===== src/rtl/multicycle_ctrl.sv =====
// Multi-cycle control FSM for the simple-CPU datapath: sequences IF/ID/EX/MEM/WB
// and drives ALU op, mux selects and write enables for add/sub/ori/lw/sw/beq.
module multicycle_ctrl #(
   parameter logic [5:0] OP_RTYPE = 6'b000000,
   parameter logic [5:0] FN_ADD   = 6'b100000,
   parameter logic [5:0] FN_SUB   = 6'b100010,
   parameter logic [5:0] OP_ORI   = 6'b001101,
   parameter logic [5:0] OP_LW    = 6'b100011,
   parameter logic [5:0] OP_SW    = 6'b101011,
   parameter logic [5:0] OP_BEQ   = 6'b000100
) (
   input  logic       clk,
   input  logic       rst,
   input  logic [5:0] opcode,
   input  logic [5:0] funct,
   input  logic       zero,
   input  logic       imem_ready,
   input  logic       dmem_ready,
   output logic [2:0] alu_ctrl,
   output logic       alusrc_imm,
   output logic       ext_sign,
   output logic       reg_dst_rd,
   output logic       mem_to_reg,
   output logic       ir_we,
   output logic       pc_we,
   output logic       pc_branch,
   output logic       reg_we,
   output logic       dmem_re,
   output logic       dmem_we,
   output logic       illegal,
   output logic       instr_done,
   output logic [2:0] state
);

   typedef enum logic [2:0] {
      S_IF  = 3'd0,
      S_ID  = 3'd1,
      S_EX  = 3'd2,
      S_MEM = 3'd3,
      S_WB  = 3'd4
   } state_t;

   typedef enum logic [2:0] {
      I_ADD, I_SUB, I_ORI, I_LW, I_SW, I_BEQ, I_BAD
   } instr_t;

   localparam logic [2:0] ALU_ADD = 3'b001;
   localparam logic [2:0] ALU_SUB = 3'b011;
   localparam logic [2:0] ALU_ORI = 3'b010;
   localparam logic [2:0] ALU_LW  = 3'b110;
   localparam logic [2:0] ALU_SW  = 3'b111;
   localparam logic [2:0] ALU_BEQ = 3'b101;

   function automatic instr_t decode(input logic [5:0] op, input logic [5:0] fn);
      instr_t k;
      k = I_BAD;
      if (op == OP_RTYPE) begin
         if (fn == FN_ADD)      k = I_ADD;
         else if (fn == FN_SUB) k = I_SUB;
      end
      else if (op == OP_ORI) k = I_ORI;
      else if (op == OP_LW)  k = I_LW;
      else if (op == OP_SW)  k = I_SW;
      else if (op == OP_BEQ) k = I_BEQ;
      return k;
   endfunction

   state_t     cur, nxt;
   logic [5:0] opcode_q, funct_q;
   instr_t     id_kind, ex_kind;

   // ID decodes the instruction register directly; later states use the copy
   // captured at the end of ID so the IR is free to change underneath.
   assign id_kind = decode(opcode, funct);
   assign ex_kind = decode(opcode_q, funct_q);
   assign state   = cur;

   // NOTE: sequential state uses non-blocking assignments so every register
   // samples the pre-edge values, independent of statement order.
   always_ff @(posedge clk) begin
      if (rst) begin
         cur      <= S_IF;
         opcode_q <= '0;
         funct_q  <= '0;
      end
      else begin
         cur <= nxt;
         if (cur == S_ID) begin
            opcode_q <= opcode;
            funct_q  <= funct;
         end
      end
   end

   // NOTE: every output and nxt gets a default first, so no path through the
   // case below can leave a signal unassigned and infer a latch.
   always_comb begin
      nxt        = cur;
      alu_ctrl   = 3'b000;
      alusrc_imm = 1'b0;
      ext_sign   = 1'b0;
      reg_dst_rd = 1'b0;
      mem_to_reg = 1'b0;
      ir_we      = 1'b0;
      pc_we      = 1'b0;
      pc_branch  = 1'b0;
      reg_we     = 1'b0;
      dmem_re    = 1'b0;
      dmem_we    = 1'b0;
      illegal    = 1'b0;
      instr_done = 1'b0;
      // Outputs are held quiet while rst is high so an aborted instruction
      // cannot fire a write enable in the reset cycle.
      if (!rst) begin
         unique case (cur)
            S_IF: begin
               if (imem_ready) begin
                  ir_we = 1'b1;
                  pc_we = 1'b1;
                  nxt   = S_ID;
               end
            end
            S_ID: begin
               if (id_kind == I_BAD) begin
                  illegal    = 1'b1;
                  instr_done = 1'b1;
                  nxt        = S_IF;
               end
               else begin
                  nxt = S_EX;
               end
            end
            S_EX: begin
               unique case (ex_kind)
                  I_ADD: begin alu_ctrl = ALU_ADD; nxt = S_WB; end
                  I_SUB: begin alu_ctrl = ALU_SUB; nxt = S_WB; end
                  I_ORI: begin
                     alu_ctrl   = ALU_ORI;
                     alusrc_imm = 1'b1;
                     nxt        = S_WB;
                  end
                  I_LW, I_SW: begin
                     alu_ctrl   = (ex_kind == I_LW) ? ALU_LW : ALU_SW;
                     alusrc_imm = 1'b1;
                     ext_sign   = 1'b1;
                     nxt        = S_MEM;
                  end
                  I_BEQ: begin
                     alu_ctrl   = ALU_BEQ;
                     ext_sign   = 1'b1;
                     pc_branch  = zero;
                     instr_done = 1'b1;
                     nxt        = S_IF;
                  end
                  default: nxt = S_IF;
               endcase
            end
            S_MEM: begin
               dmem_re = (ex_kind == I_LW);
               dmem_we = (ex_kind == I_SW);
               if (dmem_ready) begin
                  if (ex_kind == I_LW) begin
                     nxt = S_WB;
                  end
                  else begin
                     instr_done = 1'b1;
                     nxt        = S_IF;
                  end
               end
            end
            S_WB: begin
               reg_we     = 1'b1;
               instr_done = 1'b1;
               mem_to_reg = (ex_kind == I_LW);
               reg_dst_rd = (ex_kind == I_ADD) || (ex_kind == I_SUB);
               nxt        = S_IF;
            end
            default: nxt = S_IF;
         endcase
      end
   end

endmodule


===== config.mk =====
export PLATFORM = sky130hd
export DESIGN_NAME = multicycle_ctrl
export DESIGN_NICKNAME = d
export VERILOG_FILES = /design/src/rtl/multicycle_ctrl.sv
export SDC_FILE = /design/constraint.sdc
export NUM_CORES = 1
export LEC_CHECK = 0
export ABC_AREA = 1
export CAP_MARGIN = 30
export CORE_MARGIN = 2
export CORE_UTILIZATION = 43
export CTS_CLUSTER_SIZE = 14
export DETAILED_ROUTE_END_ITERATION = 7
export PLACE_DENSITY = 0.78
export SLEW_MARGIN = 5
export SYNTH_ARGS = -nofsm -noshare
export SYNTH_HDL_FRONTEND = slang
export SYNTH_SLANG_ARGS = --single-unit

===== constraint.sdc =====
create_clock -name clk -period 1.75 [get_ports clk]
set_clock_uncertainty 0.15 [all_clocks]
set_input_delay 0.35 -clock clk [delete_from_list [all_inputs] [get_ports clk]]
set_output_delay 0.35 -clock clk [all_outputs]
set_load 0.01 [all_outputs]

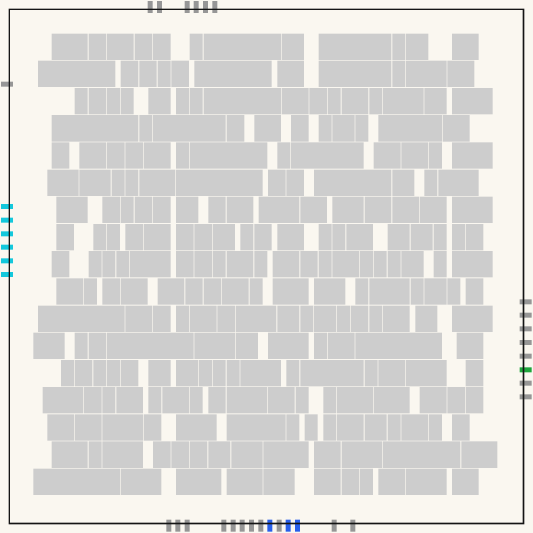
(images/pins.png)
Drawn at 10 px/µm. Pins as bars across the die edge, other pins in gray.
- state: blue (pins 3; direction output; edge bottom)
- opcode: cyan (pins 6; direction input; edge left)
- dmem_we: green (pins 1; direction output; edge right)
- all pins by edge: 14 bottom, 8 right, 7 left, 6 top
Die Ht: 51.3 µm
die width: 51.3 µm
# port buffers: 34

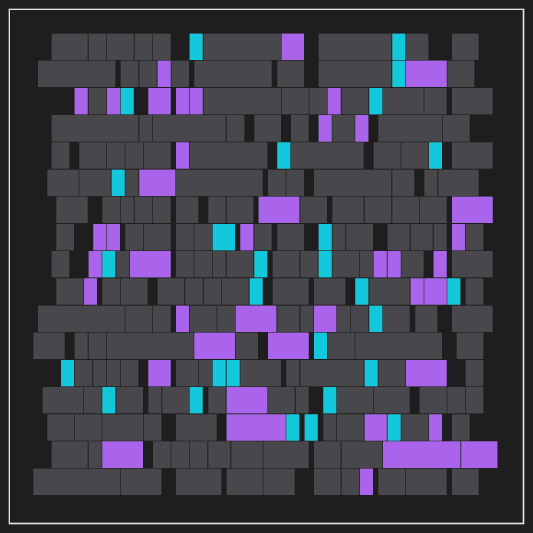
(images/gate_families.png)
Drawn at 10 px/µm.
- inverters: cyan (cells 28; most used inv_1)
- NOR gates: purple (cells 42; most used nor2_1; where all over the die)
Commonest Layout Cell: buf_4
Comb/total area: 38.6%
final non-filler cell total: 274

==> impl_metrics.tcl <==
# implementation run metrics
set metrics [dict create \
    status "complete, but fails checks" \
    crit_family "simple AND/OR/NAND/NOR gates" \
    core_area_um2 2170 \
    clock_latency_ns 0.30 \
    crit_chain "nor2_4 > nand4_1 > nand2_1 > inv_2 > nand2_2 > nand2_2 > nand2_1 > nand2_1 > nor2_1 > buf_2" \
    syn-instance-count 163 \
    htree_levels 1 \
    period_minus_slack_ns 2.31 \
    num_antenna_cells 0 \
    crit_fanout 3 \
    first_global_vias 1219 \
    end_kind "primary output" \
    hold_slack_ns 0.163 \
    final_nets 264 \
    async_flop_share_pct 0 \
    finalClockPeriodUsage_pct 132 \
    drt-initial-drc-count 128 \
    yosys-stat-area_um2 961 \
    slowest_stage "dfxtp_4" \
    warning_count 28 \
    initial_core_util_pct 44.3 \
    cp-start-kind "flop" \
    crit_arrival_ns 1.81 \
    power_mw 1.03 \
    place_ws_ns -0.701 \
    dpl.hpwl_um 2240 \
    setup_viol 17 \
    max-cap-violations 0 \
    synth_flops 15 \
    syn_area_um2 961 \
    max_slew.worst_pin.slew_ns 0.423 \
    wire_per_inst_um 17.3 \
    max_freq_mhz 434 \
    drt_drc_violations_left 0 \
    drt_wl_total_um 4750 \
    leakage_nw 0.968 \
    clkTransAtPathRegs_ns 0.11 \
    postLayoutSetupSlackWorst_ns -0.557 \
    track_usage_pct 26.8 \
    gp_congestion 0.839 \
    violations "negative setup slack" \
    fillCellCount 118 \
    clockRootBuffer "clkbuf_4" \
    antenna_found_initial 0 \
    edf_count 0 \
    slew_headroom_pct 71.8 \
    placed_cell_area_um2 1530 \
    tns_ns -5.32 \
    cts_num_sinks 15 \
    finalHoldViolations 0 \
    ys_seq_share_pct 31.3 \
    ir_drop_mv 0.624 \
    powerDensity_nw_per_um2 547 \
    grt_pass1_wl_um 5290 \
    critical_path.max_stage_delay_ns 0.38 \
    dr.pass1.iters 5 \
    rsz0062_at_grt "yes" \
    ff_type "dfxtp_1" \
    via_per_inst 5.79 \
    syn_avg_cell_area_um2 5.90 \
    p_seq_share_pct 39.3 \
    drv_slew 0 \
    gr-total-overflow 0 \
    via_count 1587 \
    ys_types 22 \
    rows 17 \
    cp.required_ns 1.25 \
    p_sw_share_pct 36.8 \
    p_clk_share_pct 21.1 \
    p_comb_share_pct 39.5 \
    crit_type "flop to primary output" \
    power_switching_uw 377 \
    syn_nets 180 \
    yosys_warnings 0 \
    clock_path_buffers 2 \
    grt_max_degree 17 \
    cts_tree "yes" \
    drive_gt1_share_pct 53.7 \
    cts_made_buffers 3 \
    timing.critical_path.buf_inv 2 \
    synth_stat.cells 163 \
    die-area_um2 2630 \
    critPathMostFrequentCell "nand2_1" \
    hp-class "input port to flop" \
    ant_nets 0 \
    hold_buffers 0 \
    internal_power_uw 649 \
]
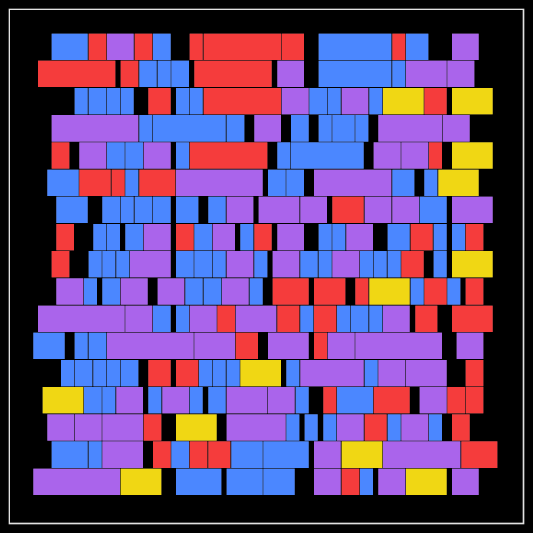
(images/drive_strength.png)
Drawn at 10 px/µm.
- drive 1 or less: blue (cells 114)
- drive 6 and up: yellow (cells 12)
- drive 3 to 4: purple (cells 67)
- drive 2: red (cells 53)
design area: 1880 µm²
Layout area overhead: 95.2%
Non-clock buffers: 83

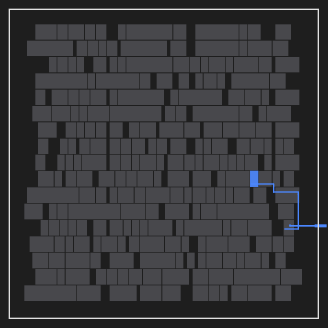
(images/port_nets.png)
Drawn at 6 px/µm.
- dmem_we: blue (direction output; end cells 1; buffers 1; wire 22.1 µm)
I/O Pins: 35

-- power groups by stage --
stage / Sequential (mW) / Combinational (mW) / Clock (mW)
floorplan: 0.394 / 0.127 / 0
CTS: 0.397 / 0.296 / 0.205
global placement: 0.397 / 0.263 / 0
global route: 0.404 / 0.429 / 0.226
detailed placement: 0.398 / 0.272 / 0
finish: 0.404 / 0.406 / 0.217
-- registers in the layout (all words and copies together), names as in the netlist --
name	count
funct_q	6
opcode_q	6
state	3
-- layout make-up --
class / count / area, µm² / share of cell area (%)
Clock inverter: 1 / 5.00 / 0.267
Inverter: 28 / 108 / 5.74
Clock buffer: 3 / 22.5 / 1.20
Sequential cell: 15 / 329 / 17.5
Timing Repair Buffer: 83 / 653 / 34.8
Tap cell: 28 / 35.0 / 1.87
Multi-Input combinational cell: 116 / 723 / 38.6
-- worst reg2reg max path, stage by stage, from the launching register on --
cell and delay (ns):
dfxtp_4 0.38, nor2_4 0.20, buf_6 0.13, inv_2 0.04
nor3_2 0.23, nand2_1 0.14, buf_4 0.16, buf_4 0.12
buf_4 0.13, a21oi_2 0.12
-- what timing repair did --
action,in CTS,in global routing
gates resized,115,60
hold endpoints to repair,0,0
buffers inserted,11,13
setup endpoints to repair,17,16
pin swaps,20,33
-- final timing paths --
path,from,endpoint,slack (ns),depth (start not counted)
hold / removal,funct[4],funct_q[4],0.16,3
setup reg to reg,opcode_q[2],state[2],-0.08,9
setup / recovery,opcode_q[0],alusrc_imm,-0.56,10
hold reg to reg,funct_q[0],funct_q[0],0.43,3
-- cells in the mapped netlist (3+ instances only) --
master   number  area [µm²]
dfxtp_1      15         300
nand4_1       4        25.0
a21oi_1      11        55.1
nand3_1      10        50.1
nor3_1        3        15.0
o21ai_0      14        70.1
inv_1        28         105
nor2_1       34         128
nand2_1      29         109
nor2_2        3        18.8
-- placed cells by master, fill, tap and decap left out, drive strengths merged --
cell and n:
a31oi 1, nor4 1, nand2 29, dlymetal6s2s 2
buf 63, inv 28, nand4 4, dfxtp 15
nor2 38, o21ai 15, a21oi 12, clkbuf 11
clkdlybuf4s15 1, dlygate4sd2 5, nor3 3, o21a 1
clkdlybuf4s50 4, clkinv 1, o22ai 1, nand3 11
-- logic make-up (layout without fill, tap and decap cells) --
family | count (synthesis) | after routing | synth area share, %
AOI/OAI and AO/OA | 30 | 30 | 16.9
buffers and inverters | 32 | 115 | 13.0
DFF | 15 | 15 | 31.3
and+or+nand+nor | 86 | 86 | 38.8
-- per-stage QoR --
step                utilization [%]  instances
finish                         86.4        274
detailed placement             70.4        249
floorplan                         -        163
global route                   86.4        274
CTS                            76.6        263
global placement               70.4        249
-- routing by layer --
| layer | global-route usage, % | wire, µm |
|---|---|---|
| met1 | 32.0 | 1690 |
| met2 | 48.5 | 2260 |
| met3 | 4.39 | 460 |
| met4 | 8.77 | 333 |
| met5 | 0 | 0 |
Power is estimated from default activity; no workload was simulated.
